File: src/rtl/ds_sinc3_decimator.sv
// rtl/ds_sinc3_decimator.sv - sinc3 CIC decimator turning a 1-bit delta-sigma stream into 16-bit PCM
module ds_sinc3_decimator #(
   parameter int LOG2_R = 6
) (
   input  logic        clk50m,
   input  logic        rst,
   input  logic        din,
   input  logic        din_valid,
   output logic [15:0] dout,
   output logic        dout_valid
);

   localparam int W  = 3 * LOG2_R + 1;
   localparam int SH = 3 * LOG2_R - 16;
   localparam logic [W-1:0] C3_FULL = {1'b1, {(W-1){1'b0}}};

   logic [W-1:0]      i1, i2, i3;
   logic [W-1:0]      d1, d2, d3;
   logic [W-1:0]      i1_n, i2_n, i3_n;
   logic [W-1:0]      c1, c2, c3;
   logic [LOG2_R-1:0] dec_cnt;
   logic [1:0]        settle;
   logic              comb_pend;
   logic [15:0]       scaled;

   always_comb begin
      i1_n = i1 + W'(din);
      i2_n = i2 + i1_n;
      i3_n = i3 + i2_n;
      // comb sees I3 as it stood after the event sample, before this edge's sample
      c1 = i3 - d1;
      c2 = c1 - d2;
      c3 = c2 - d3;
      scaled = (c3 == C3_FULL) ? 16'hFFFF : c3[W-2:SH];
   end

   always_ff @(posedge clk50m) begin
      if (rst) begin
         i1         <= '0;
         i2         <= '0;
         i3         <= '0;
         d1         <= '0;
         d2         <= '0;
         d3         <= '0;
         dec_cnt    <= '0;
         settle     <= '0;
         comb_pend  <= 1'b0;
         dout       <= 16'h0000;
         dout_valid <= 1'b0;
      end else begin
         dout_valid <= 1'b0;
         comb_pend  <= din_valid && (dec_cnt == '1);
         if (din_valid) begin
            i1      <= i1_n;
            i2      <= i2_n;
            i3      <= i3_n;
            dec_cnt <= dec_cnt + LOG2_R'(1);
         end
         if (comb_pend) begin
            d1 <= i3;
            d2 <= c1;
            d3 <= c2;
            // the first two frames only prime the comb delays
            if (settle == 2'd2) begin
               dout       <= scaled;
               dout_valid <= 1'b1;
            end else begin
               settle <= settle + 2'd1;
            end
         end
      end
   end

endmodule

File: config.mk
export PLATFORM = sky130hd
export DESIGN_NAME = ds_sinc3_decimator
export DESIGN_NICKNAME = d
export VERILOG_FILES = /design/src/rtl/ds_sinc3_decimator.sv
export SDC_FILE = /design/constraint.sdc
export NUM_CORES = 1
export LEC_CHECK = 0
export CORE_ASPECT_RATIO = 1.25
export CORE_MARGIN = 1.5
export CORE_UTILIZATION = 47
export CTS_BUF_LIST = sky130_fd_sc_hd__clkbuf_16
export CTS_CLUSTER_DIAMETER = 40
export CTS_CLUSTER_SIZE = 8
export DETAILED_ROUTE_END_ITERATION = 12
export DONT_BUFFER_PORTS = 1
export SLEW_MARGIN = 20
export SYNTH_ARGS = -nofsm -noshare
export SYNTH_HDL_FRONTEND = slang
export SYNTH_SLANG_ARGS = --single-unit
File: constraint.sdc
create_clock -name clk50m -period 7.4 [get_ports clk50m]
set_input_delay 0.74 -clock clk50m [delete_from_list [all_inputs] [get_ports clk50m]]
set_output_delay 0.74 -clock clk50m [all_outputs]
set_load 0.01 [all_outputs]
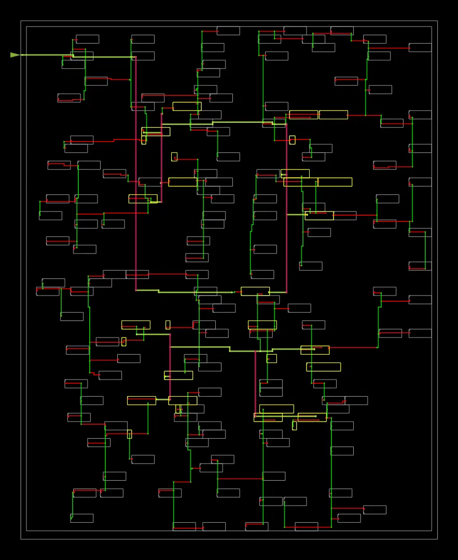
**Above:** clock nets.
Clock Buffer Count: 17
Clock Power: 871 uW
flop count: 140
Clock Sinks: 140

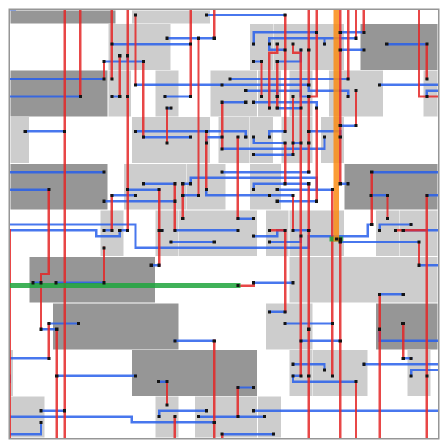
**Above:** close-up of the layout.
Window x 55 to 80, y 71 to 96 microns. Cells in gray, sequential cells in the stronger gray; small squares are vias.
Key: met4 = orange; met3 = green; met1 = blue; met2 = red
41 logic cells have their middle in the window. Netlist names of flops here include i3 (3), d1 (2), d2 (2). Most frequent: nor2_1 (10), dfxtp_1 (7), mux2i_1 (5). Sequential cells in the window: 7.

==> flow_metrics.tcl <==
# collected from the flow reports
set metrics [dict create \
    status "finished, final reports clean" \
    worstHoldPathCells 1 \
    hold_class "input port to flop" \
    ys_top_cells_by_count "nor2_1, dfxtp_1, mux2i_1, ha_1, inv_1" \
    core_sq_um 21400 \
    fin_crit_ns 6.66 \
    fin_util_pct 50.8 \
    rsz0062_at_grt "no" \
    p_int_uw 1850 \
    ys_cells 1223 \
    core_util_floorplan_pct 47.7 \
    clock_latency_ns 0.42 \
    reg2reg_from "i3[1]$_SDFFE_PP0P_" \
    numCtsBuffers 17 \
    grt_usage_pct 18.6 \
    dp_slack_ns 0.842 \
    grt_overflow 0 \
    yosysTopAreaCellShare_pct 27.4 \
    hpwl_microns 14000 \
    syn-cell-area_sq_um 10200 \
    routedWlPerCell_microns 13.6 \
    simple_gate_share_pct 19.9 \
    insertedDiodeCount 0 \
    antenna_left 0 \
    hold_viol 0 \
    busiest_layer "met2" \
    place.port_buffers 0 \
    antenna_found_initial 0 \
    die_area_sq_um 22600 \
    endpoint "dout[9]$_SDFFE_PP0P_" \
    die_height_microns 168 \
    highest_layer "met4" \
    drt-total-wl_microns 20100 \
    synth_top_cell_by_count "nor2_1" \
    synthArstFlopShare_pct 0 \
    whs_endpoint "d2[18]$_SDFFE_PP0P_" \
    rows 60 \
    root_buffer "clkbuf_16" \
    cts_max_level 4 \
    ys_sh_adder_pct 12.3 \
    setup-violations-final 0 \
    design_area_sq_um 10900 \
    edf_count 0 \
    slew-limit-headroom_pct 27.9 \
    met1_usage_pct 19.8 \
    start_kind "flop" \
    die_w_microns 135 \
    synth_cell_type_count 69 \
    syn_area_per_cell_sq_um 8.35 \
    p_seq_share_pct 25.5 \
    skew_ns 0.00953 \
    leakage_uw 0.00449 \
    crit_required_ns 7.76 \
    route.detailed.drc 0 \
    critical_path.max_stage_delay_ns 1.01 \
    hold-worst-slack_ns 0.401 \
    synthCells 1223 \
    drt_iter0_markers 293 \
    synth_nets 1325 \
    critPathSlowestCell "or4_2" \
    largest_area_cell "dfxtp_1" \
    hold_buffers 0 \
    worst_pin_slew_ns 1.08 \
    clkTransAtPathRegs_ns 0.06 \
    finalNonFillerCells 1481 \
    grt_pass1_wl_microns 34700 \
    dr_total_vias 8002 \
    met2_usage_pct 36.4 \
    synthTopLogicFamily "simple AND/OR/NAND/NOR gates" \
    met2_length_microns 10500 \
    placedCellCount 1451 \
    critPathLaunch "i3[1]$_SDFFE_PP0P_" \
    viasPerCell 5.40 \
]
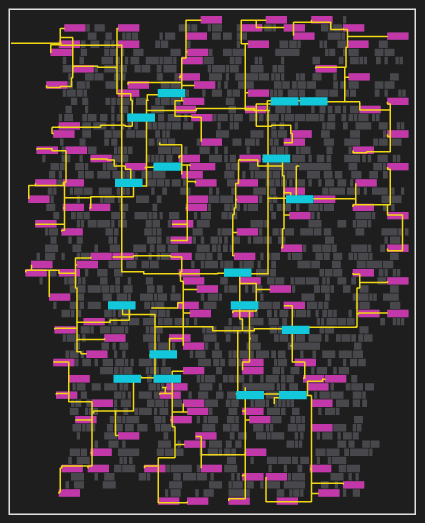
**Above:** clock wires, drivers and flops.
Scale: 3 px per micron.
Key: flip-flops = magenta [count 140]; clock wires = yellow [length 2030 microns]; cells driving clock nets = cyan [count 17]
There are 18 routed clock nets. Position of the flops: widely spread.

==> final cells by class <==
cell class                      count  area (sq um)  area share (%)
Clock inverter                     13           161            1.48
Clock buffer                       17           425            3.91
Timing Repair Buffer                2          15.0           0.138
Inverter                           83           312            2.87
Multi-Input combinational cell    947          6800            62.6
Tap cell                          279           349            3.21
Sequential cell                   140          2810            25.8
==> power by group through the flow <==
| stage | combinational, uW | clock (uW) | sequential [uW] |
|---|---|---|---|
| finish | 1380 | 871 | 769 |
| global route | 1530 | 923 | 770 |
| CTS | 1380 | 892 | 768 |
| detailed placement | 1380 | 0 | 785 |
| global placement | 1370 | 0 | 785 |
| floorplan | 1150 | 0 | 784 |
Power is estimated from default activity; no workload was simulated.
